File: src/rtl/decode_queue_stage.sv
// RV32I decode stage: instruction queue, per-register pending-write scoreboard, registered issue slot.
// Define RV32M_EN to decode the RV32M multiply/divide group; otherwise those encodings are illegal.
package decode_queue_pkg;
  typedef enum logic [3:0] {
    NONE, MATH, LOAD, STORE, BRANCH, JAL, JALR, LUI, ENV
  } instr_type_t;

  typedef enum logic [2:0] {
    MEM_NONE, MEM_B, MEM_H, MEM_W, MEM_BU, MEM_HU
  } mem_type_t;

  typedef enum logic [4:0] {
    NO_OP, ADD, SUB, SLL, SLT, SLTU, XOR, SRL, SRA, OR, AND,
    EQ, NE, LT, GE, LTU, GEU,
    MUL, MULH, MULHSU, MULHU, DIV, DIVU, REM, REMU
  } alu_op_t;

  function automatic logic is_writer(input instr_type_t t);
    return (t == MATH) || (t == LOAD) || (t == JAL) || (t == JALR) || (t == LUI);
  endfunction
endpackage

module decode_queue_stage
  import decode_queue_pkg::*;
#(
  parameter int QDEPTH   = 4,
  parameter int SB_CNT_W = 2
) (
  input  logic                        clk,
  input  logic                        rst_n,
  input  logic                        in_valid,
  output logic                        in_ready,
  input  logic [31:0]                 in_addr,
  input  logic [31:0]                 in_instr,
  input  logic                        flush,
  input  logic                        wb_valid,
  input  logic [4:0]                  wb_dest,
  output logic [4:0]                  reg_rd1_reg,
  output logic [4:0]                  reg_rd2_reg,
  input  logic [31:0]                 reg_rd1_data,
  input  logic [31:0]                 reg_rd2_data,
  output logic                        out_valid,
  input  logic                        out_ready,
  output logic [31:0]                 out_addr,
  output instr_type_t                 out_instr_type,
  output mem_type_t                   out_mem_type,
  output alu_op_t                     out_op,
  output logic [4:0]                  out_dest,
  output logic [31:0]                 out_src1,
  output logic [31:0]                 out_src2,
  output logic [31:0]                 out_rs1_data,
  output logic [31:0]                 out_rs2_data,
  output logic [31:0]                 out_imm,
  output logic                        illegal,
  output logic [$clog2(QDEPTH):0]     occupancy
);
  localparam int PW = $clog2(QDEPTH);
  localparam int CW = PW + 1;
  localparam logic [SB_CNT_W:0] SB_MAX = {1'b0, {SB_CNT_W{1'b1}}};

  logic [31:0]         q_addr_reg  [QDEPTH];
  logic [31:0]         q_instr_reg [QDEPTH];
  logic [PW-1:0]       wr_ptr_reg, rd_ptr_reg;
  logic [CW-1:0]       count_reg;
  logic                illegal_reg;
  logic [SB_CNT_W-1:0] sb_cnt_reg [32];

  logic                out_valid_reg;
  logic [31:0]         out_addr_reg, out_src1_reg, out_src2_reg;
  logic [31:0]         out_rs1_data_reg, out_rs2_data_reg, out_imm_reg;
  instr_type_t         out_type_reg;
  mem_type_t           out_mem_reg;
  alu_op_t             out_op_reg;
  logic [4:0]          out_dest_reg;

  logic        head_valid, enq, issue, out_fire;
  logic [31:0] head_instr, head_addr;
  logic [6:0]  opcode, funct7;
  logic [2:0]  funct3;
  logic [4:0]  rd, rs1, rs2;

  instr_type_t d_type;
  mem_type_t   d_mem;
  alu_op_t     d_op;
  logic [4:0]  d_dest;
  logic [31:0] d_src1, d_src2, d_imm;
  logic        use_rs1, use_rs2;

  assign head_valid = (count_reg != '0);
  assign head_instr = q_instr_reg[rd_ptr_reg];
  assign head_addr  = q_addr_reg[rd_ptr_reg];
  assign opcode     = head_instr[6:0];
  assign rd         = head_instr[11:7];
  assign funct3     = head_instr[14:12];
  assign rs1        = head_instr[19:15];
  assign rs2        = head_instr[24:20];
  assign funct7     = head_instr[31:25];

  assign in_ready    = (count_reg < CW'(QDEPTH)) && !illegal_reg;
  assign enq         = in_valid && in_ready && !flush;
  assign reg_rd1_reg = rs1;
  assign reg_rd2_reg = rs2;

  // Queue storage has no reset; only pointers and count define validity.
  always_ff @(posedge clk) begin
    if (enq) begin
      q_addr_reg[wr_ptr_reg]  <= in_addr;
      q_instr_reg[wr_ptr_reg] <= in_instr;
    end
  end

  always_ff @(posedge clk) begin
    if (!rst_n || flush) begin
      wr_ptr_reg <= '0;
      rd_ptr_reg <= '0;
      count_reg  <= '0;
    end else begin
      if (enq)   wr_ptr_reg <= wr_ptr_reg + 1'b1;
      if (issue) rd_ptr_reg <= rd_ptr_reg + 1'b1;
      case ({enq, issue})
        2'b10:   count_reg <= count_reg + 1'b1;
        2'b01:   count_reg <= count_reg - 1'b1;
        default: count_reg <= count_reg;
      endcase
    end
  end

  always_comb begin
    d_type  = NONE;
    d_mem   = MEM_NONE;
    d_op    = NO_OP;
    d_dest  = '0;
    d_src1  = '0;
    d_src2  = '0;
    d_imm   = '0;
    use_rs1 = 1'b0;
    use_rs2 = 1'b0;
    case (opcode)
      7'b0110011: begin
        d_type = MATH; d_dest = rd; use_rs1 = 1'b1; use_rs2 = 1'b1;
        d_src1 = reg_rd1_data; d_src2 = reg_rd2_data;
        if (funct7 == 7'h00) begin
          case (funct3)
            3'd0: d_op = ADD;  3'd1: d_op = SLL;
            3'd2: d_op = SLT;  3'd3: d_op = SLTU;
            3'd4: d_op = XOR;  3'd5: d_op = SRL;
            3'd6: d_op = OR;   default: d_op = AND;
          endcase
        end else if (funct7 == 7'h20) begin
          if (funct3 == 3'd0)      d_op = SUB;
          else if (funct3 == 3'd5) d_op = SRA;
        end
`ifdef RV32M_EN
        else if (funct7 == 7'h01) begin
          case (funct3)
            3'd0: d_op = MUL;   3'd1: d_op = MULH;
            3'd2: d_op = MULHSU; 3'd3: d_op = MULHU;
            3'd4: d_op = DIV;   3'd5: d_op = DIVU;
            3'd6: d_op = REM;   default: d_op = REMU;
          endcase
        end
`endif
      end
      7'b0010011: begin
        d_type = MATH; d_dest = rd; use_rs1 = 1'b1;
        d_src1 = reg_rd1_data;
        d_imm  = {{20{head_instr[31]}}, head_instr[31:20]};
        case (funct3)
          3'd0: d_op = ADD;  3'd2: d_op = SLT;  3'd3: d_op = SLTU;
          3'd4: d_op = XOR;  3'd6: d_op = OR;   3'd7: d_op = AND;
          3'd1: if (funct7 == 7'h00) d_op = SLL;
          default: begin
            if (funct7 == 7'h00)      d_op = SRL;
            else if (funct7 == 7'h20) d_op = SRA;
          end
        endcase
        // Shift amounts carry no funct7 bits into the operand.
        if (funct3 == 3'd1 || funct3 == 3'd5) d_imm = {27'd0, head_instr[24:20]};
        d_src2 = d_imm;
      end
      7'b0000011: begin
        d_type = LOAD; d_dest = rd; use_rs1 = 1'b1;
        d_imm  = {{20{head_instr[31]}}, head_instr[31:20]};
        d_src1 = reg_rd1_data; d_src2 = d_imm;
        case (funct3)
          3'd0: begin d_mem = MEM_B;  d_op = ADD; end
          3'd1: begin d_mem = MEM_H;  d_op = ADD; end
          3'd2: begin d_mem = MEM_W;  d_op = ADD; end
          3'd4: begin d_mem = MEM_BU; d_op = ADD; end
          3'd5: begin d_mem = MEM_HU; d_op = ADD; end
          default: d_op = NO_OP;
        endcase
      end
      7'b0100011: begin
        d_type = STORE; use_rs1 = 1'b1; use_rs2 = 1'b1;
        d_imm  = {{20{head_instr[31]}}, head_instr[31:25], head_instr[11:7]};
        d_src1 = reg_rd1_data; d_src2 = d_imm;
        case (funct3)
          3'd0: begin d_mem = MEM_B; d_op = ADD; end
          3'd1: begin d_mem = MEM_H; d_op = ADD; end
          3'd2: begin d_mem = MEM_W; d_op = ADD; end
          default: d_op = NO_OP;
        endcase
      end
      7'b1100011: begin
        d_type = BRANCH; use_rs1 = 1'b1; use_rs2 = 1'b1;
        d_imm  = {{19{head_instr[31]}}, head_instr[31], head_instr[7],
                  head_instr[30:25], head_instr[11:8], 1'b0};
        d_src1 = reg_rd1_data; d_src2 = reg_rd2_data;
        case (funct3)
          3'd0: d_op = EQ;  3'd1: d_op = NE;
          3'd4: d_op = LT;  3'd5: d_op = GE;
          3'd6: d_op = LTU; 3'd7: d_op = GEU;
          default: d_op = NO_OP;
        endcase
      end
      7'b0110111: begin
        d_type = LUI; d_dest = rd; d_op = ADD;
        d_imm  = {head_instr[31:12], 12'd0};
        d_src2 = d_imm;
      end
      7'b0010111: begin
        d_type = MATH; d_dest = rd; d_op = ADD;
        d_imm  = {head_instr[31:12], 12'd0};
        d_src1 = head_addr; d_src2 = d_imm;
      end
      7'b1101111: begin
        d_type = JAL; d_dest = rd; d_op = ADD;
        d_imm  = {{11{head_instr[31]}}, head_instr[31], head_instr[19:12],
                  head_instr[20], head_instr[30:21], 1'b0};
        d_src1 = head_addr; d_src2 = 32'd4;
      end
      7'b1100111: begin
        if (funct3 == 3'd0) begin
          d_type = JALR; d_dest = rd; d_op = ADD; use_rs1 = 1'b1;
          d_imm  = {{20{head_instr[31]}}, head_instr[31:20]};
          d_src1 = head_addr; d_src2 = 32'd4;
        end
      end
      7'b1110011: begin
        if (head_instr == 32'h0000_0073 || head_instr == 32'h0010_0073) begin
          d_type = ENV; d_op = ADD;
        end
      end
      default: d_op = NO_OP;
    endcase
    // Anything undecodable is presented as a blank NO_OP.
    if (d_op == NO_OP) begin
      d_type  = NONE;
      d_mem   = MEM_NONE;
      d_dest  = '0;
      d_src1  = '0;
      d_src2  = '0;
      d_imm   = '0;
      use_rs1 = 1'b0;
      use_rs2 = 1'b0;
    end
  end

  logic                slot_writes;
  logic                rs1_busy, rs2_busy, slot_writes_rd, rd_full;
  logic [SB_CNT_W:0]   rd_pending;

  assign slot_writes = out_valid_reg && is_writer(out_type_reg);
  assign rs1_busy = use_rs1 && (rs1 != 5'd0) &&
                    ((sb_cnt_reg[rs1] != '0) || (slot_writes && out_dest_reg == rs1));
  assign rs2_busy = use_rs2 && (rs2 != 5'd0) &&
                    ((sb_cnt_reg[rs2] != '0) || (slot_writes && out_dest_reg == rs2));

  // The slot's writer is not yet counted, so include it to keep the counter from wrapping.
  assign slot_writes_rd = slot_writes && (out_dest_reg == d_dest);
  assign rd_pending     = {1'b0, sb_cnt_reg[d_dest]} + {{SB_CNT_W{1'b0}}, slot_writes_rd};
  assign rd_full        = (d_dest != 5'd0) && (rd_pending >= SB_MAX);

  assign issue = head_valid && !illegal_reg && (d_op != NO_OP) && !rs1_busy && !rs2_busy &&
                 !rd_full && (!out_valid_reg || out_ready) && !flush;
  assign out_fire = out_valid_reg && out_ready && !flush;

  always_ff @(posedge clk) begin
    if (!rst_n)
      illegal_reg <= 1'b0;
    else if (head_valid && d_op == NO_OP)
      illegal_reg <= 1'b1;
  end

  logic [31:0] sb_inc, sb_dec;

  for (genvar gi = 0; gi < 32; gi++) begin : g_sb
    assign sb_inc[gi] = out_fire && is_writer(out_type_reg) &&
                        (out_dest_reg == 5'(gi)) && (out_dest_reg != 5'd0);
    assign sb_dec[gi] = wb_valid && (wb_dest == 5'(gi)) && (wb_dest != 5'd0);
  end

  always_ff @(posedge clk) begin
    for (int i = 0; i < 32; i++) begin
      if (!rst_n)
        sb_cnt_reg[i] <= '0;
      else if (sb_inc[i] && !sb_dec[i])
        sb_cnt_reg[i] <= sb_cnt_reg[i] + 1'b1;
      else if (sb_dec[i] && !sb_inc[i] && sb_cnt_reg[i] != '0)
        sb_cnt_reg[i] <= sb_cnt_reg[i] - 1'b1;
    end
  end

  always_ff @(posedge clk) begin
    if (!rst_n) begin
      out_valid_reg    <= 1'b0;
      out_addr_reg     <= '0;
      out_type_reg     <= NONE;
      out_mem_reg      <= MEM_NONE;
      out_op_reg       <= NO_OP;
      out_dest_reg     <= '0;
      out_src1_reg     <= '0;
      out_src2_reg     <= '0;
      out_rs1_data_reg <= '0;
      out_rs2_data_reg <= '0;
      out_imm_reg      <= '0;
    end else if (issue) begin
      out_valid_reg    <= 1'b1;
      out_addr_reg     <= head_addr;
      out_type_reg     <= d_type;
      out_mem_reg      <= d_mem;
      out_op_reg       <= d_op;
      out_dest_reg     <= d_dest;
      out_src1_reg     <= d_src1;
      out_src2_reg     <= d_src2;
      out_rs1_data_reg <= reg_rd1_data;
      out_rs2_data_reg <= reg_rd2_data;
      out_imm_reg      <= d_imm;
    end else if (flush || out_ready) begin
      out_valid_reg <= 1'b0;
    end
  end

  assign out_valid      = out_valid_reg;
  assign out_addr       = out_addr_reg;
  assign out_instr_type = out_type_reg;
  assign out_mem_type   = out_mem_reg;
  assign out_op         = out_op_reg;
  assign out_dest       = out_dest_reg;
  assign out_src1       = out_src1_reg;
  assign out_src2       = out_src2_reg;
  assign out_rs1_data   = out_rs1_data_reg;
  assign out_rs2_data   = out_rs2_data_reg;
  assign out_imm        = out_imm_reg;
  assign illegal        = illegal_reg;
  assign occupancy      = count_reg;
endmodule
File: config.mk
export PLATFORM = sky130hd
export DESIGN_NAME = decode_queue_stage
export DESIGN_NICKNAME = d
export VERILOG_FILES = /design/src/rtl/decode_queue_stage.sv
export SDC_FILE = /design/constraint.sdc
export NUM_CORES = 1
export LEC_CHECK = 0
export ABC_AREA = 1
export CORE_MARGIN = 2
export CORE_UTILIZATION = 50
export DETAILED_ROUTE_END_ITERATION = 10
export PLACE_DENSITY = 0.78
export SYNTH_ARGS = -nofsm -noshare
export SYNTH_HDL_FRONTEND = slang
export SYNTH_SLANG_ARGS = --single-unit
File: constraint.sdc
create_clock -name clk -period 9.8 [get_ports clk]
set_clock_uncertainty 0.2 [all_clocks]
set_input_delay 0.98 -clock clk [delete_from_list [all_inputs] [get_ports clk]]
set_output_delay 0.98 -clock clk [all_outputs]
set_load 0.03 [all_outputs]
==> images/metal_stack.png <==
The bar under the picture is 50 microns long.
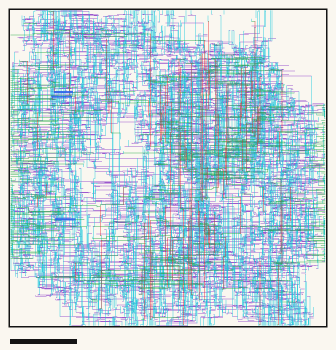
met5 -> blue  # wire length 40.5 microns
met1 -> purple  # wire length 34.2 mm
met4 -> red  # wire length 3,510 microns
met2 -> cyan  # wire length 38.1 mm
met3 -> green  # wire length 7,780 microns

==> images/final_congestion.png <==
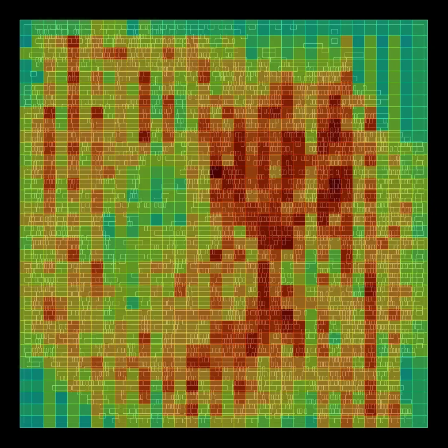
met3 usage: 6.24%
GR Util met1: 38.6%
fin util: 61.2%
GR peak layer: met2
gr usage total: 29.2%

==> images/zoom.png <==
The bar under the picture is 5 microns long. Window x 108 to 128, y 156 to 176 microns. Cells in gray, sequential cells in the stronger gray; small squares are vias.
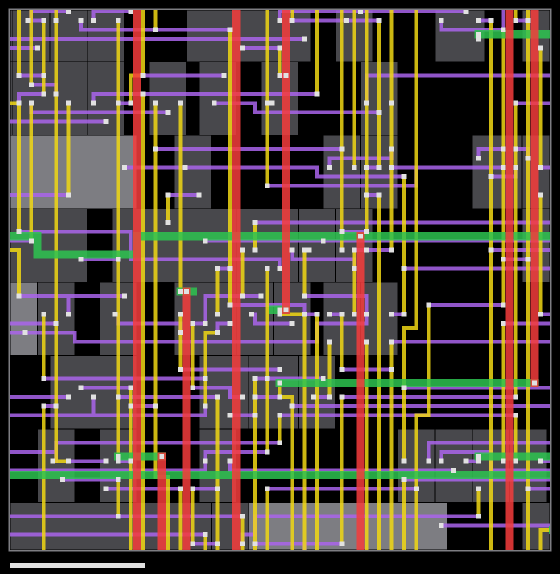
met2 -> yellow
met3 -> green
met1 -> purple
met4 -> red
sequential cells in the window = 1
most frequent = nor2_1 (13), inv_1 (10), nand2_1 (7)
cells with their middle in the window = 46
netlist names of flops here include = out_dest (1)

==> images/gate_families.png <==
The bar under the picture is 50 microns long.
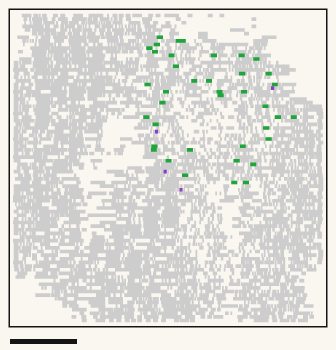
AND and OR gates -> purple  # cells 4, most used and3_1, where center
adder and majority cells -> green  # cells 38, most used ha_1

==> out/results.ini <==
[run_status]
status = finished, final reports clean

[power_and_ir_drop]
comb_power_share_pct = 6.7
swShare_pct = 24.0
power_density_nw_per_um2 = 150
pg_seq_uw = 2460
p_comb_uw = 331
power-top-group = registers
power_leakage_uw = 0.0143
clockPowerShare_pct = 43.3
power.switching_uw = 1180
p_clk_uw = 2130
irDropWorstVdd_mv = 0.147

[min_path]
whs_path_depth = 2
hold_class = reg -> reg
hold_path_end = rd_ptr_reg[0]$_SDFFE_PP0P_
hold_start = rd_ptr_reg[0]$_SDFFE_PP0P_

[grt]
grt_first_pass_wirelength_microns = 128000
grt_max_degree = 191
grt_pass1_vias = 22300
overflow = 0
antenna_found_initial = 6

[finish]
largest_class = registers
n_all_inverters = 529
n_all_buffers = 392
ff_count = 540
lay_top_count = nand2_1
comb_share_pct = 31.2
fillers = 4692
clock_buffers = 78
fin_cells = 4539
antenna_cells = 3
clock_area_share_pct = 5.62

[drt]
wl_met1_microns = 34200
drt_iter0_drc = 2509
postRouteAntennaNets = 0
avgRoutedWirePerCell_microns = 18.4
dr_wl_met2_microns = 38100
vias_per_cell = 5.34
met3_length_microns = 7780
routed.top_layer = met5
routed_wl_microns = 83600
firstDrtPassIters = 6

[cts]
cts_tree = done
clkLatencyLatePin_ps = 650
cts_resized = 0
path_clk_slew_ps = 70
hold_buffers = 0
cts_inserted_buffers = 56
cts.sinks = 540
htree_levels = 2
post_cts_buffers = 0

[final_timing]
fin_ws_ps = 2260
hold_slack_ps = 300
worstMarginPinSlew_ps = 1070
layout_min_cycle_time_ps = 7540
rsz0062_at_grt = no
relSlewSlack_pct = 28.5
finalHoldViolations = 0
setup_tns_ps = 0

[logic_synthesis]
top_cell_area_share_pct = 35.5
synth-cells-yosys = 3516
top_cell = nand2_1
logic_family = simple AND/OR/NAND/NOR gates
aoi_share_pct = 9.17
synth_cell_types = 46
synth-edff-count = 320
avgSynthCellArea_sq_um = 7.70
post-synth-top-area-cell = edfxtp_1
yosys-top-cells-count = nand2_1 (843), nor2_1 (629), inv_1 (513), edfxtp_1 (320), nand3_1 (273)
syn_inst = 3516
ys_warn_count = 0
synth_area_sq_um = 27100
ys_sh_xor_pct = 0.129
yosys-top-cells-area = edfxtp_1 (36%), dfxtp_1 (16%), nand2_1 (12%)
synth.area.mux_share_pct = 0.111

[worst_setup_path]
path_buffers = 8
crit_family = simple AND/OR/NAND/NOR gates
crit_type = reg -> reg
cp.depth = 33
critPathLaunchType = flop
r2r.worst_path.cells = 33
r2r_setup_slack_ps = 2260
cp-end-kind = flop
cpPeakStageDelay_ps = 610

[place]
place_inst = 4431
dpl_cell_area_sq_um = 31000
numPortBuffers = 363

[run]
tool_warnings = 41

[die]
chip_area_sq_um = 56000
fp_util_pct = 50.4
rows = 85
core_area_sq_um = 53700

Power figures rest on the tool's default switching activity, not on a simulated workload.
